Run 1, clock wires, drivers and flops:
Drawn at 3 px/um.
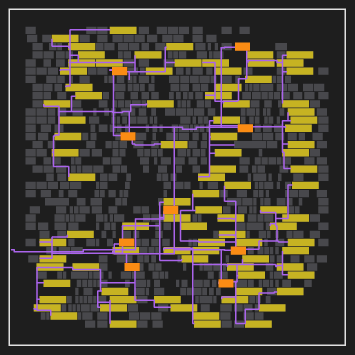
Run 1, clock nets:
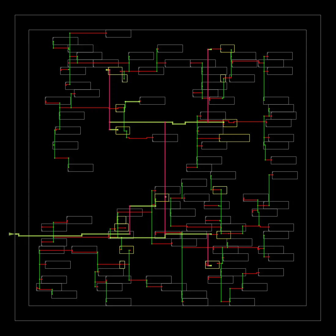
Run 1, metal 3:
Drawn at 4 px/um. Cells faint in the background.
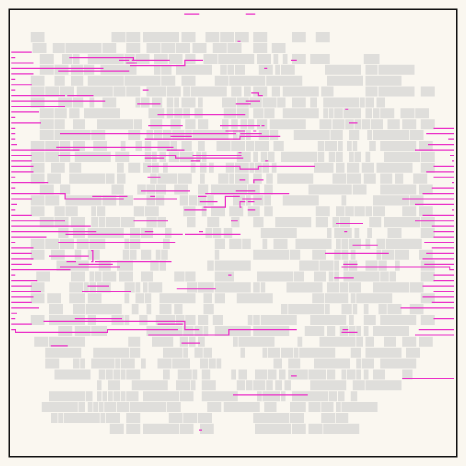
Run 1, M1 wires:
Drawn at 2 px/um. Supply wires on this layer in gray.
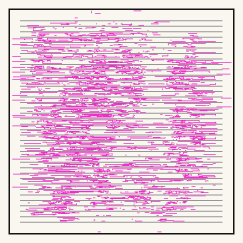
==> config.mk <==
export PLATFORM = sky130hd
export DESIGN_NAME = mem_wb_commit
export DESIGN_NICKNAME = d
export VERILOG_FILES = /design/src/rtl/mem_wb_commit.sv
export SDC_FILE = /design/constraint.sdc
export NUM_CORES = 1
export LEC_CHECK = 0
export CAP_MARGIN = 20
export CORE_MARGIN = 5
export CORE_UTILIZATION = 48
export DETAILED_ROUTE_END_ITERATION = 12
export PLACE_DENSITY = 0.82
export SLEW_MARGIN = 20
export SYNTH_ARGS = -nofsm -noshare
export SYNTH_HDL_FRONTEND = slang
export SYNTH_SLANG_ARGS = --single-unit
==> constraint.sdc <==
create_clock -name clk -period 3.6 [get_ports clk]
set_clock_uncertainty 0.1 [all_clocks]
set_input_delay 0.54 -clock clk [delete_from_list [all_inputs] [get_ports clk]]
set_output_delay 0.54 -clock clk [all_outputs]
set_load 0.02 [all_outputs]
==> src/rtl/mem_wb_commit.sv <==
// Write-back commit unit: retires one instruction per cycle into the register
// file, formats load data, and stalls the pipeline while a load miss is pending.
module mem_wb_commit #(
  parameter int TIMEOUT = 64
) (
  input  logic        clk,
  input  logic        rst_n,
  input  logic        in_valid,
  input  logic        in_wb_en,
  input  logic        in_is_load,
  input  logic [4:0]  in_rd,
  input  logic [31:0] in_alu_res,
  input  logic [2:0]  in_funct3,
  input  logic [1:0]  in_addr_lo,
  input  logic        dc_resp_valid,
  input  logic [31:0] dc_rdata,
  output logic        wena,
  output logic [4:0]  wrd,
  output logic [31:0] wdata,
  output logic        memhazard,
  output logic        err,
  output logic [31:0] stall_cnt
);

  typedef enum logic {IDLE = 1'b0, WAIT = 1'b1} state_t;

  localparam logic [7:0] TO_LAST = 8'(TIMEOUT - 1);

  state_t      state_q, state_d;
  logic [4:0]  rd_q, rd_d;
  logic [2:0]  funct3_q, funct3_d;
  logic [1:0]  addr_lo_q, addr_lo_d;
  logic [7:0]  cnt_q, cnt_d;
  logic        wena_q, wena_d;
  logic [4:0]  wrd_q, wrd_d;
  logic [31:0] wdata_q, wdata_d;
  logic        memhazard_q, memhazard_d;
  logic        err_q, err_d;
  logic [31:0] stall_cnt_q, stall_cnt_d;

  // Commit request gathered from whichever path retires this cycle.
  logic        wr_req;
  logic [4:0]  wr_rd;
  logic [31:0] wr_val;

  // Byte/half selection plus extension of the aligned cache word.
  function automatic logic [31:0] fmt_load(input logic [2:0] f3,
                                           input logic [1:0] lo,
                                           input logic [31:0] d);
    logic [7:0]  b;
    logic [15:0] h;
    b = d[{lo, 3'b000} +: 8];
    h = lo[1] ? d[31:16] : d[15:0];
    case (f3)
      3'b000:  fmt_load = {{24{b[7]}}, b};
      3'b100:  fmt_load = {24'h0, b};
      3'b001:  fmt_load = {{16{h[15]}}, h};
      3'b101:  fmt_load = {16'h0, h};
      default: fmt_load = d;
    endcase
  endfunction

  function automatic logic bad_funct3(input logic [2:0] f3);
    bad_funct3 = !(f3 == 3'b000 || f3 == 3'b001 || f3 == 3'b010 ||
                   f3 == 3'b100 || f3 == 3'b101);
  endfunction

  // Next-state, write-port and flag computation.
  always_comb begin
    state_d     = state_q;
    rd_d        = rd_q;
    funct3_d    = funct3_q;
    addr_lo_d   = addr_lo_q;
    cnt_d       = cnt_q;
    memhazard_d = memhazard_q;
    err_d       = err_q;
    wr_req      = 1'b0;
    wr_rd       = 5'd0;
    wr_val      = 32'd0;
    wena_d      = 1'b0;
    wrd_d       = 5'd0;
    wdata_d     = 32'd0;
    stall_cnt_d = (memhazard_q && stall_cnt_q != 32'hFFFF_FFFF) ?
                  stall_cnt_q + 32'd1 : stall_cnt_q;

    case (state_q)
      IDLE: begin
        memhazard_d = 1'b0;
        cnt_d       = 8'd0;
        if (in_valid) begin
          if (!in_is_load) begin
            wr_req = 1'b1;
            wr_rd  = in_wb_en ? in_rd : 5'd0;
            wr_val = in_alu_res;
          end else if (dc_resp_valid) begin
            wr_req = 1'b1;
            wr_rd  = in_wb_en ? in_rd : 5'd0;
            wr_val = fmt_load(in_funct3, in_addr_lo, dc_rdata);
            if (bad_funct3(in_funct3)) err_d = 1'b1;
          end else begin
            // A suppressed destination is captured as rd=0 so the eventual
            // response still clears the stall but never writes.
            rd_d        = in_wb_en ? in_rd : 5'd0;
            funct3_d    = in_funct3;
            addr_lo_d   = in_addr_lo;
            state_d     = WAIT;
            memhazard_d = 1'b1;
          end
        end else if (dc_resp_valid) begin
          err_d = 1'b1;
        end
      end
      WAIT: begin
        if (dc_resp_valid) begin
          wr_req      = 1'b1;
          wr_rd       = rd_q;
          wr_val      = fmt_load(funct3_q, addr_lo_q, dc_rdata);
          if (bad_funct3(funct3_q)) err_d = 1'b1;
          state_d     = IDLE;
          memhazard_d = 1'b0;
          cnt_d       = 8'd0;
        end else if (cnt_q == TO_LAST) begin
          state_d     = IDLE;
          memhazard_d = 1'b0;
          err_d       = 1'b1;
          cnt_d       = 8'd0;
        end else begin
          cnt_d = cnt_q + 8'd1;
        end
      end
      default: state_d = IDLE;
    endcase

    // wrd/wdata stay zero unless a real write happens, so an idle port never
    // aliases a live register through the forwarding path.
    if (wr_req && wr_rd != 5'd0) begin
      wena_d  = 1'b1;
      wrd_d   = wr_rd;
      wdata_d = wr_val;
    end
  end

  // State and registered outputs.
  always_ff @(posedge clk or negedge rst_n) begin
    if (!rst_n) begin
      state_q     <= IDLE;
      rd_q        <= 5'd0;
      funct3_q    <= 3'd0;
      addr_lo_q   <= 2'd0;
      cnt_q       <= 8'd0;
      wena_q      <= 1'b0;
      wrd_q       <= 5'd0;
      wdata_q     <= 32'd0;
      memhazard_q <= 1'b0;
      err_q       <= 1'b0;
      stall_cnt_q <= 32'd0;
    end else begin
      state_q     <= state_d;
      rd_q        <= rd_d;
      funct3_q    <= funct3_d;
      addr_lo_q   <= addr_lo_d;
      cnt_q       <= cnt_d;
      wena_q      <= wena_d;
      wrd_q       <= wrd_d;
      wdata_q     <= wdata_d;
      memhazard_q <= memhazard_d;
      err_q       <= err_d;
      stall_cnt_q <= stall_cnt_d;
    end
  end

  assign wena      = wena_q;
  assign wrd       = wrd_q;
  assign wdata     = wdata_q;
  assign memhazard = memhazard_q;
  assign err       = err_q;
  assign stall_cnt = stall_cnt_q;

endmodule

==> out/results.tsv, run 1 <==
metric	value	unit
Final Core Density	0.6720	
CP Capture Type	register	
RSZ-0062 raised after global routing	no	
most frequent cells in the layout	clkdlybuf4s50_1 (150), dfrtp_1 (91), nand2_1 (52)	
Min Hold Slack	7.466	ps
dpl ws	626.0	ps
placed inst area	6644	um^2
worst-path fanout max	16	
Comb area share	0.3707	
Final ANT Viol Nets	0	
Net Count, Synth	599	
wire length per cell	19.13	um
Final min period	2665	ps
die height	111.5	um
Adder Share, Synth	0.005059	
Core ar.	10180	um^2
Row Count	37	
Residual DRC	0	
Met1 Wirelength	6352	um
Max-area cell share	0.4604	
GRT overflow	0	
final std cells w/o fill	810	
yosys simple share	0.1829	
largest net degree at the start of global routing	38	
Max-Cap Viols	0	
well tap count	136	
vias in the first global route	4919	
Yosys cell types	56	
yosys aoi share	0.2127	
routed length on met2	7260	um
r2r worst-path depth	6	
most frequent cell after synthesis	dfrtp_1	
Comb group	0.626	mW
Req. time, crit path	3720	ps
# resized after CTS	0	
Tot Pwr	2.517	mW
Post-DP HPWL	11660	um
#FFs+latches synth	91	
Setup TNS Final	0	ps
top cells by count, synth	dfrtp_1 (91), nand2_1 (52), nor2_1 (35)	
Port-buffer cells	151	
register area	2277	um^2
FFs w/ async S/R, synth	1.000	
logic area	2537	um^2
Slowest-stage cell, CP	a2bb2oi_2	
post-cts hold buffer count	0	
sw frac	0.3186	
xor and xnor area share after synthesis	0.06021	
Worst Setup SP	in_addr_lo[1]	
ANT cells	0	
metal3 WL	1445	um
Syn Std Cell Area	4946	um^2
FMAX	375.2	MHz
CP delay by family, top	AND-OR/OR-AND gates	
setup violators final	0	
floorplan core density	0.4856	
I/O pin total	152	
Top cells by area	dfrtp_1 (46%), xnor2_1 (4.1%), nand2_1 (3.9%), a21oi_1 (2.9%), a22oi_1 (2.7%)	
crit path to	wdata[30]$_DFF_PN0_	
CTS tree	yes	
r2r startpoint	addr_lo_q[1]$_DFFE_PN0P_	
Pre-antenna DRT Iters	5	
Syn-to-layout area delta	38.38	%
Seq area share	0.3327	
status	finished, final reports clean	
Power Dens Cells	367.7	nW/um^2
CP arrival	2780	ps
mi-comb count	390	
Max VDD drop	0.1983	mV
ys flop type	dfrtp_1	
Non-Filler Cell Area, Final	6844	um^2
Seq power	1.17	mW
CTS H-tree depth	3	
critical path, cell by cell	clkdlybuf4s50_1, mux2_2, o21ai_0, nand2_1, a2bb2oi_2, a21oi_1	
# Cells Yosys	517	
post-layout period usage	0.7404	
gpl congestion	0.9885	
final worst slack	934.6	ps
Synth area leader	dfrtp_1	
Commonest Layout Cell	clkdlybuf4s50_1	
aggregate global-route resource usage	0.2483	
Max Root-Sink Buffers	2	
Pint	1.715	mW
Top Consumer	sequential cells	
cells after synthesis	517	
Die X	111.5	um
syn_area_per_cell	9.567	um^2
Reg clk slew, reported paths	100	ps
Setup Crit Path Kind	in2reg	
Sw Pwr	0.8019	mW
Worst Tran Pin Value	1117	ps
share of layout cells above drive strength 1	0.09050	
antenna violations before repair	0	
tool warning count	26	
Fin. Hold Viols	0	
Buffers & Inverters on Critical Path	1	
first-pass GRT wire length	25060	um
number of CTS-inserted buffers	9	
post-placement cell count	794	
Logic inverters	12	
yosys stat area	4946	um^2
count of library flops with an enable pin	0	
Vias/cell	5.979	
Top logic family	AND-OR/OR-AND gates	
share of total power in sequential cells	0.464	
CP Depth	6	
Slew HR	0.2544	
Biggest Area Class	combinational gates	
CP max stage delay	830	ps
Top Metal Used	met4	
worst hold path type	in2async	
Comb power frac	0.249	
met2 GRT Util	0.3908	
fillers	816	
Data buffer area share	0.2358	
startpoint types	primary input	
area fraction in mux cells	0.04933	
clock network area share	0.02925	
Slew Viols, Final	0	
setup bufs post-CTS	0	
chip area	12430	um^2
Synth warnings	0	
nets	751	
leak pwr	2.704	nW
reg2reg setup slack	1100	ps
Root Buffer	clkbuf_8	
FF-to-FF End	wdata[30]$_DFF_PN0_	
gr busiest metal	met2	
Post-synth seq share	0.4604	
Iter 0 DRT Violations	419	
Signal buffers	165	
-- 'clock wires, drivers and flops' (at the start) --
[orange] cells driving clock nets | count: 9
[yellow] flip-flops | count: 91
[purple] clock wires | length: 1120 um
routed clock nets: 10
clk_lat worst skew: 370 ps
Clk pwr share: 0.287
Clock net power: 0.723 mW

-- 'clock nets' (at the start) --
Clock buffer cells: 10
FFs & Latches: 91
CTS Sinks: 91

-- 'metal 3' (at the start) --
share of all routed wire: 9.3%
nets with wire on the layer: 148
main direction: horizontal
M3 GR Usage: 0.06359
final WL: 15500 um
via total after detailed routing: 4843

-- 'M1 wires' (at the start) --
main direction: horizontal
share of all routed wire: 41%
met1 GRT Util: 0.3319

Run 1, placement density heat map:
Drawn at 3 px/um. 11 x 11 tiles, from white (low) to dark blue (high), 0 to 100% covered.
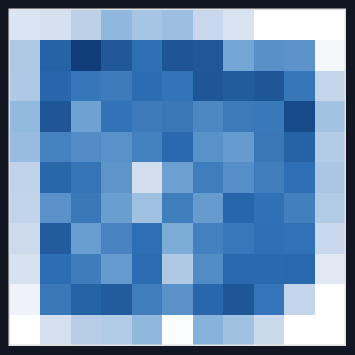

--- run 2 (diff from run 1) ---
CORE_UTILIZATION = 47   (was 48)
PLACE_DENSITY = 0.8   (was 0.82)
clock period = 2.7 ns   (was 3.6 ns; I/O delays follow)
Run 2, placement density heat map:
Drawn at 3 px/um. 11 x 11 tiles, from white (low) to dark blue (high), 0 to 100% covered.
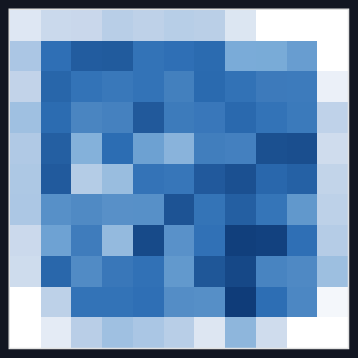
densest ninth of the die: center
fullest tile: 95%
nearly empty tiles: 6.6%
mean over tiles: 54%
tiles over 75% full: 22%
floorplan core density: 0.4813
Core ar.: 10280 um^2
Final Core Density: 0.6827

Run 2, clock wires, drivers and flops:
Drawn at 3 px/um.
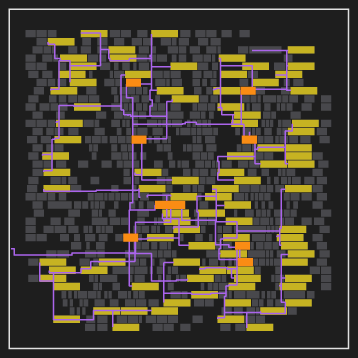
[orange] cells driving clock nets | count: 9
[purple] clock wires | length: 1160 um
[yellow] flip-flops | count: 91
flops lie: spread over the die
routed clock nets: 10
Clk pwr share: 0.339
Clock net power: 1.25 mW

Run 2, M1 wires:
Drawn at 2 px/um. Supply wires on this layer in gray.
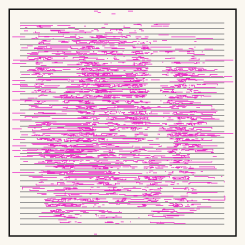
main direction: horizontal
nets with wire on the layer: 664
longest straight run: 40.9 um
wire length on this layer: 6590 um
share of all routed wire: 41%
met1 GRT Util: 0.3306
via total after detailed routing: 4943
final WL: 16180 um

==> out/results.tsv, run 2 <==
metric	value	unit	change
status	finished, final reports clean		unchanged
aggregate global-route resource usage	0.2504		was 0.2483
Buffers & Inverters on Critical Path	0		was 1
Post-DP HPWL	12090	um	was 11660 um
antenna violations before repair	0		unchanged
Yosys cell types	56		unchanged
#FFs+latches synth	91		unchanged
routed length on met2	7854	um	was 7260 um
Logic inverters	12		unchanged
Max-Cap Viols	0		unchanged
ANT cells	0		unchanged
placed inst area	6736	um^2	was 6644 um^2
Top cells by area	dfrtp_1 (46%), xnor2_1 (4.1%), nand2_1 (3.9%), a21oi_1 (2.9%), a22oi_1 (2.7%)		unchanged
Root Buffer	clkbuf_8		unchanged
r2r worst-path depth	5		was 6
Fin. Hold Viols	0		unchanged
Adder Share, Synth	0.005059		unchanged
Max Root-Sink Buffers	2		unchanged
FF-to-FF End	wdata[30]$_DFF_PN0_		unchanged
xor and xnor area share after synthesis	0.06021		unchanged
Port-buffer cells	151		unchanged
CTS tree	yes		unchanged
Slowest-stage cell, CP	a2bb2oi_2		unchanged
CP Capture Type	register		unchanged
GRT overflow	0		unchanged
Slew Viols, Final	0		unchanged
CP delay by family, top	AND-OR/OR-AND gates		unchanged
Req. time, crit path	2810	ps	was 3720 ps
Row Count	37		unchanged
CTS H-tree depth	3		unchanged
Power Dens Cells	523.6	nW/um^2	was 367.7 nW/um^2
Synth area leader	dfrtp_1		unchanged
post-cts hold buffer count	1		was 0
Seq area share	0.3245		was 0.3327
Comb area share	0.3616		was 0.3707
met2 GRT Util	0.4111		was 0.3908
Min Hold Slack	402.8	ps	was 7.466 ps
Clock buffer cells	9		was 10
mi-comb count	390		unchanged
post-placement cell count	803		was 794
Net Count, Synth	599		unchanged
area fraction in mux cells	0.04933		unchanged
Data buffer area share	0.2447		was 0.2358
gpl congestion	0.9969		was 0.9885
r2r startpoint	addr_lo_q[0]$_DFFE_PN0P_		was addr_lo_q[1]$_DFFE_PN0P_
I/O pin total	152		unchanged
worst-path fanout max	16		unchanged
CP arrival	2560	ps	was 2780 ps
fillers	786		was 816
number of CTS-inserted buffers	9		unchanged
Pre-antenna DRT Iters	5		unchanged
tool warning count	26		unchanged
final std cells w/o fill	820		was 810
CP Depth	5		was 6
clock network area share	0.03852		was 0.02925
Residual DRC	0		unchanged
Iter 0 DRT Violations	399		was 419
Setup Crit Path Kind	reg2reg		was in2reg
Die X	112.6	um	was 111.5 um
FMAX	407.7	MHz	
metal3 WL	1420	um	was 1445 um
yosys aoi share	0.2127		unchanged
Syn-to-layout area delta	41.87	%	was 38.38%
yosys simple share	0.1829		unchanged
logic area	2537	um^2	unchanged
FFs & Latches	91		unchanged
sw frac	0.3013		was 0.3186
crit path to	wdata[30]$_DFF_PN0_		unchanged
Comb power frac	0.241		was 0.249
Final ANT Viol Nets	0		unchanged
Synth warnings	0		unchanged
FFs w/ async S/R, synth	1.000		unchanged
leak pwr	2.791	nW	was 2.704 nW
share of total power in sequential cells	0.420		was 0.464
syn_area_per_cell	9.567	um^2	unchanged
wire length per cell	19.74	um	was 19.13 um
vias in the first global route	4928		was 4919
clk_lat worst skew	370	ps	about the same
largest net degree at the start of global routing	61		was 38
die height	112.6	um	was 111.5 um
Top Metal Used	met4		unchanged
Reg clk slew, reported paths	100	ps	about the same
startpoint types	register		was primary input
Worst Setup SP	addr_lo_q[0]$_DFFE_PN0P_		was in_addr_lo[1]
Syn Std Cell Area	4946	um^2	unchanged
yosys stat area	4946	um^2	unchanged
Biggest Area Class	combinational gates		unchanged
RSZ-0062 raised after global routing	no		unchanged
Comb group	0.884	mW	was 0.626 mW
dpl ws	-70.68	ps	was 626.0 ps
cells after synthesis	517		unchanged
well tap count	136		unchanged
CTS Sinks	91		unchanged
Sw Pwr	1.107	mW	was 0.8019 mW
chip area	12680	um^2	was 12430 um^2
Pint	2.567	mW	was 1.715 mW
Signal buffers	175		was 165
# resized after CTS	0		unchanged
Seq power	1.54	mW	was 1.17 mW
post-layout period usage	0.9085		
# Cells Yosys	517		unchanged
count of library flops with an enable pin	0		unchanged
Commonest Layout Cell	clkdlybuf4s50_1		unchanged
setup bufs post-CTS	0		unchanged
ys flop type	dfrtp_1		unchanged
most frequent cells in the layout	clkdlybuf4s50_1 (150), dfrtp_1 (91), nand2_1 (52)		unchanged
gr busiest metal	met2		unchanged
--- run 3 (diff from run 2) ---
SLEW_MARGIN = unset   (was 20)
Run 3, clock wires, drivers and flops:
Drawn at 3 px/um.
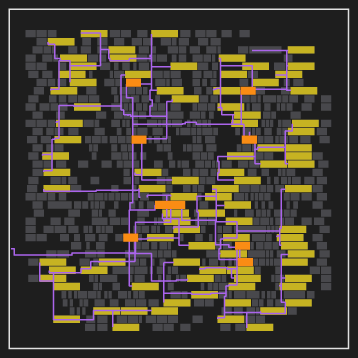
[purple] clock wires | length: 1160 um
[yellow] flip-flops | count: 91
[orange] cells driving clock nets | count: 9
routed clock nets: 10

Run 3, M1 wires:
Drawn at 2 px/um. Supply wires on this layer in gray.
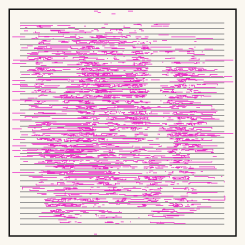
nets with wire on the layer: 664
share of all routed wire: 41%
wire length on this layer: 6590 um
longest straight run: 40.9 um
main direction: horizontal

Run 3, metal 3:
Drawn at 4 px/um. Cells faint in the background.
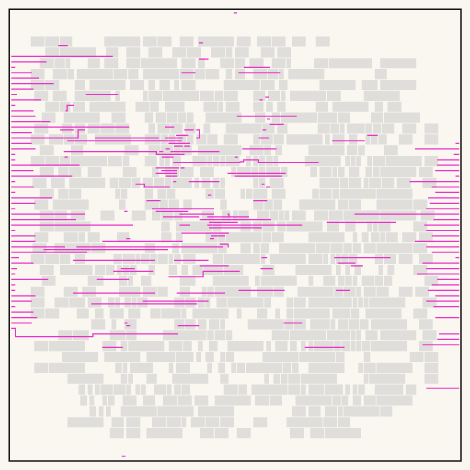
nets with wire on the layer: 148
wire length on this layer: 1420 um
main direction: horizontal
share of all routed wire: 8.8%
longest straight run: 36.3 um
M3 GR Usage: 0.06038

==> out/results.tsv, run 3 <==
metric	value	unit	change
status	finished, final reports clean		unchanged
Top Consumer	sequential cells		unchanged
Buffers & Inverters on Critical Path	0		unchanged
# Cells Yosys	517		unchanged
Max Root-Sink Buffers	2		unchanged
Comb group	0.884	mW	about the same
post-placement cell count	803		unchanged
post-layout period usage	0.9085		unchanged
Syn Std Cell Area	4946	um^2	unchanged
post-cts hold buffer count	1		unchanged
Final ANT Viol Nets	0		unchanged
CP delay by family, top	AND-OR/OR-AND gates		unchanged
Root Buffer	clkbuf_8		unchanged
CTS tree	yes		unchanged
tool warning count	26		unchanged
nets	761		unchanged
Reg clk slew, reported paths	100	ps	about the same
Seq power	1.54	mW	about the same
ANT cells	0		unchanged
placed inst area	6736	um^2	unchanged
Core ar.	10280	um^2	unchanged
share of layout cells above drive strength 1	0.1023		unchanged
FMAX	407.7	MHz	unchanged
Non-Filler Cell Area, Final	7017	um^2	unchanged
I/O pin total	152		unchanged
area fraction in mux cells	0.04933		unchanged
GRT overflow	0		unchanged
Min Hold Slack	402.8	ps	unchanged
Top Metal Used	met4		unchanged
Slew HR	0.2931		unchanged
Power Dens Cells	523.6	nW/um^2	unchanged
final std cells w/o fill	820		unchanged
Residual DRC	0		unchanged
Signal buffers	175		unchanged
Comb power frac	0.241		about the same
Post-synth seq share	0.4604		unchanged
chip area	12680	um^2	unchanged
Yosys cell types	56		unchanged
startpoint types	register		unchanged
CP max stage delay	800	ps	about the same
Final min period	2453	ps	unchanged
setup bufs post-CTS	0		unchanged
met1 GRT Util	0.3306		unchanged
Post-DP HPWL	12090	um	unchanged
Fin. Hold Viols	0		unchanged
yosys simple share	0.1829		unchanged
r2r worst-path depth	5		unchanged
die height	112.6	um	unchanged
Pre-antenna DRT Iters	5		unchanged
most frequent cells in the layout	clkdlybuf4s50_1 (150), dfrtp_1 (91), nand2_1 (52)		unchanged
antenna violations before repair	0		unchanged
yosys aoi share	0.2127		unchanged
largest net degree at the start of global routing	61		unchanged
via total after detailed routing	4943		unchanged
RSZ-0062 raised after global routing	no		unchanged
top cells by count, synth	dfrtp_1 (91), nand2_1 (52), nor2_1 (35)		unchanged
Slew Viols, Final	0		unchanged
Biggest Area Class	combinational gates		unchanged
#FFs+latches synth	91		unchanged
number of CTS-inserted buffers	9		unchanged
Max-Cap Viols	0		unchanged
aggregate global-route resource usage	0.2504		unchanged
logic area	2537	um^2	unchanged
Worst Tran Pin Value	1059	ps	unchanged
vias in the first global route	4928		unchanged
CTS Sinks	91		unchanged
Adder Share, Synth	0.005059		unchanged
critical path, cell by cell	mux2_2, nand3_1, a311o_1, a2bb2oi_2, a21oi_1		unchanged
leak pwr	2.791	nW	unchanged
crit path to	wdata[30]$_DFF_PN0_		unchanged
Logic inverters	12		unchanged
FF-to-FF End	wdata[30]$_DFF_PN0_		unchanged
Synth area leader	dfrtp_1		unchanged
gr busiest metal	met2		unchanged
dpl ws	-70.68	ps	unchanged
Slowest-stage cell, CP	a2bb2oi_2		unchanged
sw frac	0.3013		unchanged
worst hold path type	reg2reg		unchanged
Data buffer area share	0.2447		unchanged
floorplan core density	0.4813		unchanged
Setup Crit Path Kind	reg2reg		unchanged
Req. time, crit path	2810	ps	about the same
syn_area_per_cell	9.567	um^2	unchanged
share of total power in sequential cells	0.420		about the same
ys flop type	dfrtp_1		unchanged
gpl congestion	0.9969		unchanged
Clock buffer cells	9		unchanged
Row Count	37		unchanged
Setup TNS Final	0	ps	unchanged
Iter 0 DRT Violations	399		unchanged
setup violators final	0		unchanged
first-pass GRT wire length	25570	um	unchanged
Met1 Wirelength	6586	um	unchanged
r2r startpoint	addr_lo_q[0]$_DFFE_PN0P_		unchanged
Max-area cell share	0.4604		unchanged
Final Core Density	0.6827		unchanged
Pint	2.567	mW	unchanged
Synth warnings	0		unchanged
final worst slack	247.2	ps	unchanged
Top logic family	AND-OR/OR-AND gates		unchanged
FFs w/ async S/R, synth	1.000		unchanged
reg2reg setup slack	250	ps	about the same
Top cells by area	dfrtp_1 (46%), xnor2_1 (4.1%), nand2_1 (3.9%), a21oi_1 (2.9%), a22oi_1 (2.7%)		unchanged
yosys stat area	4946	um^2	unchanged
Net Count, Synth	599		unchanged
wire length per cell	19.74	um	unchanged
CP arrival	2560	ps	about the same
Max VDD drop	0.2975	mV	unchanged
most frequent cell after synthesis	dfrtp_1		unchanged
Vias/cell	6.028		unchanged
No activity file was given, so power comes from the tool's default toggle rates.
